$ cat src/rtl/timer_pkg.sv
// Shared register map and bit positions for the timer register interface.
package timer_pkg;

    // Register addresses on the APB bus
    localparam logic [7:0] ADDR_TDR  = 8'h00;
    localparam logic [7:0] ADDR_TCR  = 8'h01;
    localparam logic [7:0] ADDR_TSR  = 8'h02;
    localparam logic [7:0] ADDR_TIE  = 8'h03;
    localparam logic [7:0] ADDR_TCNT = 8'h04;

    // Timer control register fields
    localparam int TCR_EN_BIT     = 0;
    localparam int TCR_LOAD_BIT   = 1;
    localparam int TCR_UPDOWN_BIT = 2;
    localparam int TCR_CKS_LSB    = 3;
    localparam int TCR_CKS_MSB    = 4;

    // Timer status register flags
    localparam int TSR_OVF_BIT = 0;
    localparam int TSR_UDF_BIT = 1;

endpackage

$ cat src/rtl/timer_wrap_detect.sv
// Detects counter wrap-around by comparing the live count with last cycle's
// count. A wrap caused by a load (counter jumping to tdr) is not a real wrap,
// so detection is masked for the cycle after a load pulse and while disabled.
module timer_wrap_detect #(
    parameter int CNT_W = 8
) (
    input  logic             clk,
    input  logic             rst_n,
    input  logic [CNT_W-1:0] cnt,
    input  logic             en,
    input  logic             updown,
    input  logic             load,
    output logic             ovf_pulse,
    output logic             udf_pulse
);

    logic [CNT_W-1:0] cnt_q, cnt_d;
    logic             load_dly_q, load_dly_d;

    // Next values: sample the live count and remember whether load was high.
    always_comb begin
        cnt_d      = cnt;
        load_dly_d = load;
    end

    // Previous-count and delayed-load registers.
    always_ff @(posedge clk or negedge rst_n) begin
        if (!rst_n) begin
            cnt_q      <= '0;
            load_dly_q <= 1'b0;
        end else begin
            cnt_q      <= cnt_d;
            load_dly_q <= load_dly_d;
        end
    end

    // Wrap pulses: all-ones to zero counting up, zero to all-ones counting down.
    always_comb begin
        ovf_pulse = 1'b0;
        udf_pulse = 1'b0;
        if (en && !load_dly_q) begin
            ovf_pulse =  updown && (cnt_q == '1) && (cnt == '0);
            udf_pulse = !updown && (cnt_q == '0) && (cnt == '1);
        end
    end

endmodule

$ cat src/rtl/timer_reg_if.sv
// APB register interface for an external timer counter: holds the reload
// value, control bits, sticky wrap flags and interrupt enables.
module timer_reg_if #(
    parameter int CNT_W = 8
) (
    input  logic             pclk,
    input  logic             preset_n,
    input  logic             psel,
    input  logic             penable,
    input  logic             pwrite,
    input  logic [7:0]       paddr,
    input  logic [CNT_W-1:0] pwdata,
    output logic [CNT_W-1:0] prdata,
    output logic             pready,
    output logic             pslverr,
    output logic             en,
    output logic             load,
    output logic             updown,
    output logic [1:0]       cks,
    output logic [CNT_W-1:0] tdr,
    input  logic [CNT_W-1:0] cnt,
    output logic             tmr_ovf,
    output logic             tmr_udf
);

    import timer_pkg::*;

    logic [CNT_W-1:0] tdr_q, tdr_d;
    logic             en_q, en_d;
    logic             updown_q, updown_d;
    logic [1:0]       cks_q, cks_d;
    logic             load_q, load_d;
    logic [1:0]       tsr_q, tsr_d;
    logic [CNT_W-1:0] tie_q, tie_d;

    logic             access;
    logic             addr_ok;
    logic             slv_err;
    logic             wr_en;
    logic             rd_en;
    logic [CNT_W-1:0] rd_mux;
    logic             ovf_pulse;
    logic             udf_pulse;

    timer_wrap_detect #(.CNT_W(CNT_W)) u_wrap (
        .clk       (pclk),
        .rst_n     (preset_n),
        .cnt       (cnt),
        .en        (en_q),
        .updown    (updown_q),
        .load      (load_q),
        .ovf_pulse (ovf_pulse),
        .udf_pulse (udf_pulse)
    );

    // Bus decode: only the access phase matters; bad addresses and TCNT writes error out.
    always_comb begin
        access  = psel && penable;
        addr_ok = (paddr <= ADDR_TCNT);
        slv_err = access && (!addr_ok || (pwrite && (paddr == ADDR_TCNT)));
        wr_en   = access && pwrite && !slv_err;
        rd_en   = access && !pwrite && !slv_err;
    end

    // Register next-state: bus writes, one-cycle load pulse, sticky flags with set winning over W1C.
    always_comb begin
        tdr_d    = tdr_q;
        en_d     = en_q;
        updown_d = updown_q;
        cks_d    = cks_q;
        tie_d    = tie_q;
        load_d   = 1'b0;
        tsr_d    = tsr_q;
        if (wr_en) begin
            case (paddr)
                ADDR_TDR: tdr_d = pwdata;
                ADDR_TCR: begin
                    en_d     = pwdata[TCR_EN_BIT];
                    updown_d = pwdata[TCR_UPDOWN_BIT];
                    cks_d    = pwdata[TCR_CKS_MSB:TCR_CKS_LSB];
                    load_d   = pwdata[TCR_LOAD_BIT];
                end
                ADDR_TSR: begin
                    if (pwdata[TSR_OVF_BIT]) tsr_d[TSR_OVF_BIT] = 1'b0;
                    if (pwdata[TSR_UDF_BIT]) tsr_d[TSR_UDF_BIT] = 1'b0;
                end
                ADDR_TIE: tie_d = pwdata;
                default: ;
            endcase
        end
        if (ovf_pulse) tsr_d[TSR_OVF_BIT] = 1'b1;
        if (udf_pulse) tsr_d[TSR_UDF_BIT] = 1'b1;
    end

    // Register state, cleared asynchronously so a reset mid-transfer commits nothing.
    always_ff @(posedge pclk or negedge preset_n) begin
        if (!preset_n) begin
            tdr_q    <= '0;
            en_q     <= 1'b0;
            updown_q <= 1'b0;
            cks_q    <= 2'b00;
            load_q   <= 1'b0;
            tsr_q    <= 2'b00;
            tie_q    <= '0;
        end else begin
            tdr_q    <= tdr_d;
            en_q     <= en_d;
            updown_q <= updown_d;
            cks_q    <= cks_d;
            load_q   <= load_d;
            tsr_q    <= tsr_d;
            tie_q    <= tie_d;
        end
    end

    // Read-data selection; load reads back 0 and unused status/control bits read 0.
    always_comb begin
        rd_mux = '0;
        case (paddr)
            ADDR_TDR: rd_mux = tdr_q;
            ADDR_TCR: begin
                rd_mux[TCR_EN_BIT]              = en_q;
                rd_mux[TCR_UPDOWN_BIT]          = updown_q;
                rd_mux[TCR_CKS_MSB:TCR_CKS_LSB] = cks_q;
            end
            ADDR_TSR: begin
                rd_mux[TSR_OVF_BIT] = tsr_q[TSR_OVF_BIT];
                rd_mux[TSR_UDF_BIT] = tsr_q[TSR_UDF_BIT];
            end
            ADDR_TIE:  rd_mux = tie_q;
            ADDR_TCNT: rd_mux = cnt;
            default:   rd_mux = '0;
        endcase
    end

    // Output drive; bus responses are forced quiet while reset is held.
    always_comb begin
        pready  = access;
        pslverr = slv_err && preset_n;
        prdata  = (rd_en && preset_n) ? rd_mux : '0;
        en      = en_q;
        load    = load_q;
        updown  = updown_q;
        cks     = cks_q;
        tdr     = tdr_q;
        tmr_ovf = tsr_q[TSR_OVF_BIT] & tie_q[TSR_OVF_BIT];
        tmr_udf = tsr_q[TSR_UDF_BIT] & tie_q[TSR_UDF_BIT];
    end

endmodule

$ cat config.mk
export PLATFORM = sky130hd
export DESIGN_NAME = timer_reg_if
export DESIGN_NICKNAME = d
export VERILOG_FILES = /design/src/rtl/timer_pkg.sv /design/src/rtl/timer_wrap_detect.sv /design/src/rtl/timer_reg_if.sv
export SDC_FILE = /design/constraint.sdc
export NUM_CORES = 1
export LEC_CHECK = 0
export CORE_MARGIN = 2
export CORE_UTILIZATION = 46
export DETAILED_ROUTE_END_ITERATION = 8
export PLACE_DENSITY = 0.89
export SLEW_MARGIN = 10
export SYNTH_ARGS = -nofsm -noshare
export SYNTH_HDL_FRONTEND = slang
export SYNTH_HIERARCHICAL = 1
export SYNTH_SLANG_ARGS = --single-unit
$ cat constraint.sdc
create_clock -name pclk -period 2.3 [get_ports pclk]
set_input_delay 0.46 -clock pclk [delete_from_list [all_inputs] [get_ports pclk]]
set_output_delay 0.46 -clock pclk [all_outputs]
set_load 0.01 [all_outputs]
==> results.yml, run 1 <==
# implementation run metrics
outcome:
  outcome: "finished, final reports clean"
place:
  dp_cells: 287
  place_congestion: 0.906
  port_buffers: 53
  post_dp_cell_area_sq_um: 2590
  dp_hpwl_mm: 3.73
finish:
  fin_util_pct: 75.1
  n_antenna_cell: 0
  nonClkBufAreaFrac_pct: 31.2
  syn2layout_area_growth_pct: 56.9
  design_area_sq_um: 2750
  comb_area_sq_um: 943
  lay_top_cells: "buf_4, clkdlybuf4s50_1, dfrtp_1"
  layout.nets: 283
  final-clk-cell-share_pct: 2.82
  n_all_inverters: 3
  drive_above_1_share_pct: 40.6
  fillers: 231
  sh_seq_area_pct: 29.1
  n_clock_buffer: 6
  n_all_buffers: 97
  comb_cells: 115
  n_sequential_cell: 32
  layout.area.seq_sq_um: 801
  top_area_cell_class: "multi-input combinational cells"
  comb_share_pct: 34.3
  lay_top_count: "buf_4"
cts:
  postCtsHoldBufs: 0
  cts_setup_buffers: 6
  cts_buffers: 5
  cts-root-buf: "clkbuf_8"
  cts_tree: "yes"
  cts_resized: 60
  ctsLongestPathBuffers: 2
  htree_levels: 2
logic_synthesis:
  syn_area_sq_um: 1750
  simple_gate_area_share_pct: 28.1
  yosysMostFrequentCell: "dfrtp_1"
  yosysCellCount: 160
  yosys_area_sq_um: 1750
  top_cell_area_share_pct: 45.7
  ys_types: 33
  ys_seq_elements: 32
  ys_sh_adder_pct: 0
  yosysWarnings: 6
  synthXorXnorAreaFrac_pct: 0
  synth_top_cell_by_area: "dfrtp_1"
  synth-compound-area-share_pct: 9.49
  syn_area_per_cell_sq_um: 11.0
  ys_seq_share_pct: 45.7
  ys_sh_mux_pct: 13.9
  topCellsByArea: "dfrtp_1, mux2_2, nand3b_1"
  syn_nets: 189
  netlist_instances: 160
  synthTopCellsByCount: "dfrtp_1, mux2_2, nand3b_1"
sta:
  setup_tns_ps: 0
  period_used_pct: 98.5
  slew-limit-headroom_pct: 73.7
  min_period_ps: 2270
  fin_ws_ps: 34.1
  hold_ws_ps: 385
  hold_viol_final: 0
  setup_viol: 0
  slew_violations: 0
setup_path:
  crit_path_end: "prdata[6]"
  worstPathArrival_ps: 1810
  worstSetupStartpoint: "paddr[1]"
  startpoint_type: "input port"
  crit_slowest_cell: "or3b_2"
  r2r_start: "en"
  crit_chain: "dlygate4sd2_1, buf_6, or3b_2, a21oi_2, o21a_1, buf_2"
  max_stage_delay_ps: 470
  crit_fanout: 9
  ff2ff_path_depth: 4
  worst_setup_path_end_kind: "output pin"
  worst_ep_required_time_ps: 1840
  cp_num_buf_inv: 3
  critPathTopFamily: "buffers and inverters"
  r2r_slack_ps: 1000
die:
  num_rows: 22
  fp.coreArea_sq_um: 3660
  die_x_um: 65.7
  die_area_sq_um: 4320
  die_h_um: 65.7
  fp-utilization_pct: 47.9
  tapCellCount: 48
  io_pins: 54
drt:
  dr.pass1.iters: 4
  drc: 0
  via_per_inst: 5.66
  num_vias: 1708
  drt-met1-wl_mm: 2.17
  drtIter0Drc: 113
  dr_wl_met3_um: 326
  top_layer: "met4"
  wl_met2_mm: 2.87
  ant_nets: 0
  routed_wl_mm: 5.52
global_route:
  grt_pass1_vias: 1762
  use_met1_pct: 32.8
  antenna_found_initial: 0
  grt_max_degree: 33
  grt_pass1_wl_mm: 8.85
  met3_usage_pct: 8.22
pwr:
  peakVddDrop_uv: 368
  power_density_nw_per_um2: 430
  comb_power_share_pct: 17.1
  comb-power_mw: 0.202
  p_total_mw: 1.18
  clk-power_mw: 0.397
  power_leakage_nw: 1.25
  power_leader: "registers"
  powerSeq_mw: 0.583
  seq_power_share_pct: 49.3
  switching_power_mw: 0.294
hold_path:
  hold_end: "u_wrap/load_dly_q"
  whs_path_depth: 0
  min_from: "load"
  hold_path_class: "reg2reg"
run:
  maxCapViolations: 0
Run 1, sizing map:
(8 px per um)
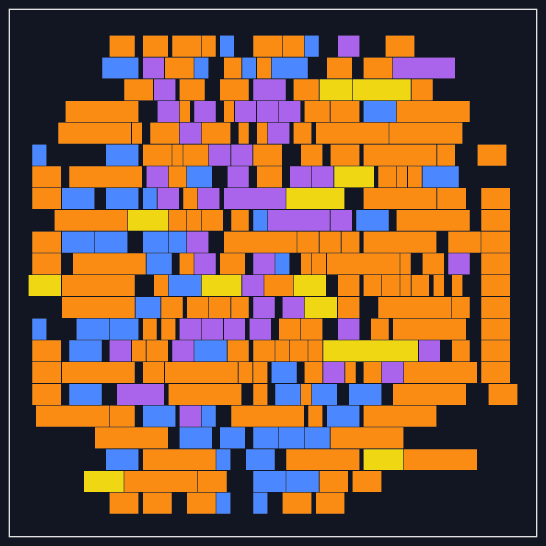
_2 cells -> blue  # cells 49, share 19%, most used mux2_2
_6 and larger -> yellow  # cells 12, share 4.7%, most used clkbuf_8
_0 and _1 cells -> orange  # cells 151, share 59%, most used clkdlybuf4s50_1
_3 and _4 cells -> purple  # cells 42, share 17%, most used buf_4

Run 1, register map, names as in the netlist:
(6 px per um) Other sequential cells in the stronger gray, the rest of the logic in the fainter gray.
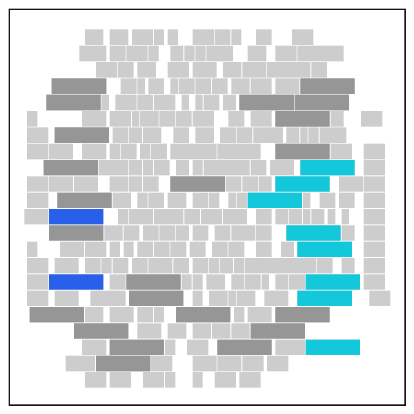
cks -> blue  # placed flops 2
u_wrap/cnt_q -> cyan  # placed flops 8

Run 1, track usage over the die:
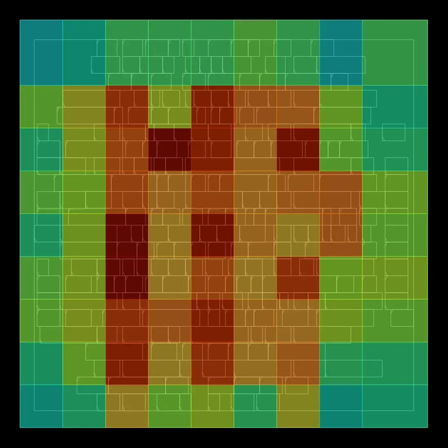
met2 usage: 49.0%
wire length per cell: 18.3 um
busiest layer in global routing: met2
gr usage total: 28.3%

--- run 2 (diff from run 1) ---
PLACE_DENSITY = default   (was 0.89)
PLACE_DENSITY_LB_ADDON = 0.25   (was default)
Run 2, layout detail:
Region (20, 20) to (45, 45) um. Cells in gray, sequential cells in the stronger gray; small squares are vias.
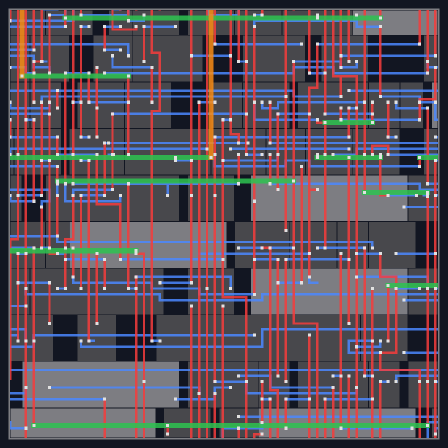
metal 2 -> red
metal 4 -> orange
metal 1 -> blue
metal 3 -> green
cells with their middle in the window = 57
most frequent = buf_4 (10), nand3b_1 (9), dfrtp_1 (7)
sequential cells in the window = 7
netlist names of flops here include = tie_q (4), tsr_q (2)

Run 2, sizing map:
(8 px per um)
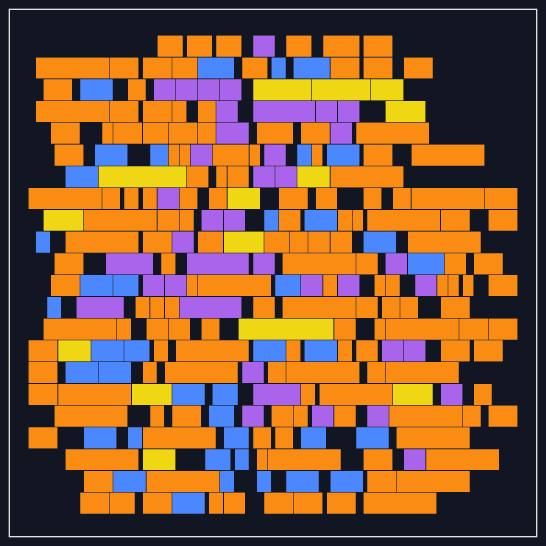
_2 cells -> blue  # cells 40, share 16%, most used mux2_2
_6 and larger -> yellow  # cells 14, share 5.6%
_3 and _4 cells -> purple  # cells 39, share 16%, most used buf_4
_0 and _1 cells -> orange  # cells 158, share 63%, most used clkdlybuf4s50_1

==> run 2 against run 1 <==
  * Clock-buffer cell count stayed put
  * Core utilization rose by 0.89 points
  * Non-clock buffer count shrank 4
  * Largest power group unchanged
==> results.yml, run 2 <==
# implementation run metrics
outcome:
  outcome: "finished, final reports clean"
setup_path:
  crit_chain: "clkdlybuf4s50_1, and4b_1, nand4_1, o21ba_4, buf_2"
  max_stage_delay_ps: 440
  r2r_start: "en"
  r2r_slack_ps: 960
  critPathTopFamily: "buffers and inverters"
  crit_fanout: 3
  worst_ep_required_time_ps: 1840
  crit_path_end: "prdata[2]"
  worstSetupStartpoint: "pwrite"
  cp_num_buf_inv: 2
  ff2ff_path_depth: 4
  worst_setup_path_end_kind: "output pin"
drt:
  wl_met2_mm: 2.87
  drtIter0Drc: 106
  drc: 0
  dr.pass1.iters: 4
  routed_wl_mm: 5.37
  dr_wl_met3_um: 346
  ant_nets: 0
  via_per_inst: 5.66
die:
  die_area_sq_um: 4320
  num_rows: 22
  fp.coreArea_sq_um: 3660
  die_x_um: 65.7
  fp-utilization_pct: 47.9
global_route:
  use_met1_pct: 31.2
  grt_pass1_wl_mm: 8.34
  antenna_found_initial: 0
  grtUsageMet2_pct: 47.0
  met3_usage_pct: 7.36
  top_usage_layer: "met2"
  grt_pass1_vias: 1713
  grt_max_degree: 34
cts:
  cts_setup_buffers: 2
  ctsLongestPathBuffers: 2
  postCtsHoldBufs: 0
  cts_buffers: 5
  cts_resized: 50
  htree_levels: 2
  cts_tree: "yes"
place:
  dp_hpwl_mm: 3.72
  post_dp_cell_area_sq_um: 2580
  port_buffers: 53
logic_synthesis:
  yosysCellCount: 160
  synth-compound-area-share_pct: 9.49
  yosysMostFrequentCell: "dfrtp_1"
  ys_sh_adder_pct: 0
  topCellsByArea: "dfrtp_1, mux2_2, nand3b_1"
  top_cell_area_share_pct: 45.7
  ys_seq_elements: 32
  netlist_instances: 160
  syn_area_per_cell_sq_um: 11.0
  syn_area_sq_um: 1750
  synthXorXnorAreaFrac_pct: 0
  simple_gate_area_share_pct: 28.1
  ys_seq_share_pct: 45.7
  synth_top_cell_by_area: "dfrtp_1"
finish:
  top_area_cell_class: "multi-input combinational cells"
  sh_seq_area_pct: 28.8
  n_clock_buffer: 6
  design_area_sq_um: 2780
  n_sequential_cell: 32
  n_antenna_cell: 0
  comb_area_sq_um: 945
  layout.area.seq_sq_um: 801
  comb_share_pct: 33.9
  layout.nets: 279
  n_all_buffers: 93
  lay_top_cells: "clkdlybuf4s50_1, dfrtp_1, buf_4"
  drive_above_1_share_pct: 37.1
  n_all_inverters: 3
  nonClkBufAreaFrac_pct: 30.8
  fin_util_pct: 76.0
pwr:
  power_density_nw_per_um2: 470
  power_leader: "registers"
  power_leakage_nw: 1.29
  comb_power_share_pct: 15.2
  peakVddDrop_uv: 539
  switching_power_mw: 0.302
  powerSeq_mw: 0.583
  comb-power_mw: 0.199
  seq_power_share_pct: 44.6
  p_total_mw: 1.31
sta:
  hold_ws_ps: 363
  min_period_ps: 2280
  setup_tns_ps: 0
  period_used_pct: 99.2
  fin_ws_ps: 17.3
  slew-limit-headroom_pct: 74.5
run:
  maxCapViolations: 0
hold_path:
  hold_path_class: "in2async"
Power figures rest on the tool's default switching activity, not on a simulated workload.
